==> config.mk <==
export PLATFORM = sky130hd
export DESIGN_NAME = id_ex_stage
export DESIGN_NICKNAME = d
export VERILOG_FILES = /design/src/rtl/id_ex_stage.sv
export SDC_FILE = /design/constraint.sdc
export NUM_CORES = 1
export LEC_CHECK = 0
export CORE_MARGIN = 4
export CORE_UTILIZATION = 36
export CTS_CLUSTER_SIZE = 28
export DETAILED_ROUTE_END_ITERATION = 6
export GPL_ROUTABILITY_DRIVEN = 0
export GPL_TIMING_DRIVEN = 0
export PLACE_DENSITY = 0.88
export SLEW_MARGIN = 20
export SYNTH_ARGS = -nofsm -noshare
export SYNTH_HDL_FRONTEND = slang
export SYNTH_SLANG_ARGS = --single-unit
==> constraint.sdc <==
create_clock -name clk -period 1.9 [get_ports clk]
set_clock_uncertainty 0.05 [all_clocks]
set_input_delay 0.475 -clock clk [delete_from_list [all_inputs] [get_ports clk]]
set_output_delay 0.475 -clock clk [all_outputs]
set_load 0.02 [all_outputs]
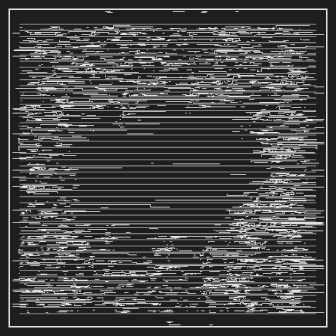
(run_1/met1.png)
Supply wires on this layer in grey.
The longest straight run is 88.8 um. The layer carries 8590 um of wire. The layer holds 38% of the routed length. The wires run mostly horizontal. 862 nets have wire on it.
Routed WL: 22.8 mm
via count: 5852
global routing usage on met1: 26.8%

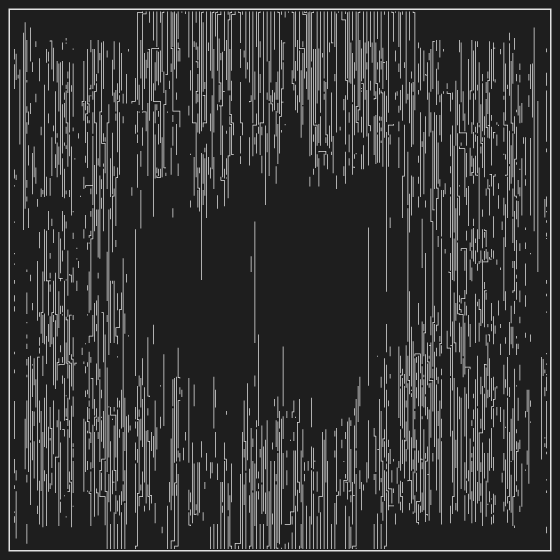
(run_1/met2.png)
935 nets have wire on it. The layer holds 50% of the routed length.
M2 GR Usage: 39.2%

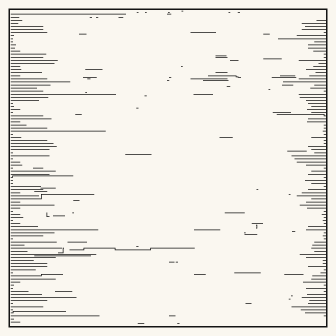
(run_1/met3.png)
The wires run mostly horizontal. The longest straight run is 50.6 um. The layer holds 9.7% of the routed length.
routing usage on met3: 8.75%

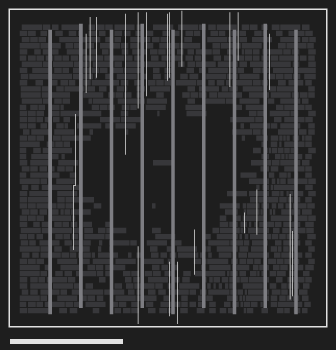
(run_1/met4.png)
Bar = 50 um. Supply wires on this layer in grey. Cells faint in the background.
The layer holds 2.9% of the routed length. The layer carries 650 um of wire. 19 nets have wire on it. The longest straight run is 61.9 um. The wires run mostly vertical.

==> results.json <==
{
  "synthMuxAreaShare_pct": 0,
  "clock_sinks": 154,
  "ys_area_sq_um": 6230,
  "max_freq_ghz": 0.414,
  "insertion_delay_ns": 0.41,
  "initCoreUtil_pct": 37.2,
  "swShare_pct": 26.2,
  "postPlaceCellArea_sq_um": 9910,
  "first_pass_iters": 5,
  "die_area_sq_um": 19500,
  "worst_pin_slew_ns": 0.588,
  "fin_worst_hold_slack_ns": 0.311,
  "pre_cts_slack_ns": -1.31,
  "comb_power_share_pct": 16.4,
  "lay_top_count": "dlygate4sd2_1",
  "power_density_nw_per_um2": 803,
  "rsz0062_at_grt": "true",
  "p_int_uw": 6270,
  "status": "complete, but fails checks",
  "drv_cap": 0,
  "path_depth": 6,
  "fin_area_sq_um": 10600,
  "hpwlAfterDp_mm": 16.9,
  "drv_slew": 0,
  "crit_path_start_kind": "input port",
  "mostFrequentLayoutCells": "166 x dlygate4sd2_1, 146 x clkdlybuf4s50_1, 142 x dfrtp_1, 130 x a32o_1, 24 x nand2_1",
  "grt_pass1_wl_mm": 35.4,
  "overflow": 0,
  "synth.distinct_cells": 27,
  "top_cell_area_share_pct": 61.9,
  "finalClockPeriodUsage_pct": 127,
  "synthXorXnorAreaFrac_pct": 4.22,
  "synth_area_leader_cell": "dfrtp_1",
  "end_kind": "output pin",
  "crit_required_ns": 1.37,
  "whs_path_depth": 3,
  "num_rows": 47,
  "grt_pass1_vias": 6272,
  "drc_errors": 0,
  "track_usage_pct": 23.2,
  "area_leaders": "dfrtp_1 62%, a32o_1 21%, xor2_1 2.5%",
  "wl_per_cell_um": 21.6,
  "crit_slowest_cell": "or4_4",
  "avgSynthCellArea_sq_um": 13.3,
  "fin_crit_ns": 2.42,
  "antenna_found_initial": 0,
  "clock_power_share_pct": 41.4,
  "ios": 329,
  "placed_cells": 1016,
  "fillers": 1307,
  "yosys_cells": 467,
  "synth_flops": 154,
  "worstPathCellList": "buf_4 > or4_4 > o21ai_4 > nor4_4 > nor4_4 > buf_4",
  "htree_levels": 4,
  "syn_nets": 637,
  "fin_tns_setup_ns": -2.15,
  "syn_to_final_growth_pct": 69.8,
  "cts_buffers": 17,
  "core_area_sq_um": 16800,
  "cts_buffer_depth": 2,
  "syn_area_sq_um": 6230,
  "final_antenna_net_count": 0,
  "cts-root-buf": "clkbuf_16",
  "peakVddDrop_uv": 548,
  "p_leak_uw": 0.00509,
  "worstSetupPathType": "input port to output pin",
  "hold_class": "input port to flip-flop",
  "path_buffers": 2,
  "drive_above_1_share_pct": 15.5,
  "power.switching_uw": 2220,
  "ys_seq_share_pct": 61.9,
  "cp_max_fo": 3,
  "final_cells": 1057,
  "die_h_um": 140,
  "simple_gate_area_share_pct": 5.30,
  "crit_arrival_ns": 1.89,
  "final_nets": 995,
  "path_delay_family": "simple AND/OR/NAND/NOR gates",
  "synthAdderAreaFrac_pct": 0,
  "setup_viol": 5,
  "dieWidth_um": 140,
  "setup_ws_ns": -0.515,
  "reg2reg_setup_slack_ns": 0.06,
  "cts_tree": "yes",
  "synthAoiAreaFrac_pct": 24.4,
  "numPortBuffers": 328,
  "warnings": 29,
  "antenna-diode-count": 0,
  "vias_per_cell": 5.54,
  "hold_violations": 0,
  "slowest_delay_ns": 0.52,
  "netlist_logic_family_top": "AND-OR/OR-AND gates",
  "fin_util_pct": 63.1,
  "netlist_instances": 467,
  "grt_max_degree": 84,
  "violations": "negative setup slack",
  "power_uw": 8490,
  "cts.clk_slew.worst_paths_ns": 0.06,
  "drt_iter0_markers": 361,
  "slew_headroom_pct": 60.8,
  "yosys_warnings": 0,
  "p_seq_share_pct": 42.2,
  "r2r_cells": 8
}
[run 1: synth_stat cells]
cell      number
a21oi_1        1
a32o_1       130
and2_1         2
and3b_1        1
buf_1          1
buf_2         16
buf_4          1
clkbuf_1      33
dfrtp_1      154
inv_1         11
inv_2          1
nand2_1       24
nand3_1       10
nand3b_1       9
nor2_1         2
nor2b_1        3
nor3_1         2
nor3_2         1
nor4_1         4
o211ai_1       1
o21ai_0       15
o21ai_2        1
o41ai_1        5
o41ai_2        5
or4_1          4
xnor2_1       12
xor2_1        18
[run 1: routing by layer]
metal  track usage [%]  routed length (um)  vias up
met1              26.8                8590     2919
met5                 0                   0        -
met2              39.2               11400      309
met4              8.72                 649        0
met3              8.75                2220       45
li1                  -                   -     2579
[run 1: final cells by class]
cell class,instances,area [sq um],share of cell area (%)
Inverter,12,45.0,0.426
Sequential cell,154,3870,36.6
Buffer,51,329,3.11
Multi-Input combinational cell,250,2260,21.4
Tap cell,220,275,2.60
Timing Repair Buffer,339,3190,30.1
Clock buffer,19,443,4.19
Clock inverter,12,165,1.56
[run 1: kinds of logic after synthesis]
family                    after synthesis
xor gates and xnor gates               30
DFF                                   154
and+or+nand+nor                        62
AOI/OAI and AO/OA                     158
buffers and inverters                  63
[run 1: timing repair]
action | in CTS | in global routing
endpoints found under the hold margin | 71 | 0
pin swaps | 16 | 1
hold buffers | 1 | 0
resized | 273 | 26
buffers inserted | 6 | 3
endpoints found under the setup margin | 311 | 119
[run 1: power groups by stage]
stage / logic, uW / registers (uW) / clock network (uW)
6_report: 1390 / 3580 / 3520
5_1_grt: 1490 / 3600 / 3750
4_1_cts: 1400 / 3580 / 3590
3_5_place_dp: 1510 / 3640 / 0
3_3_place_gp: 1470 / 3630 / 0
2_1_floorplan: 350 / 3850 / 0
No activity file was given, so power comes from the tool's default toggle rates.
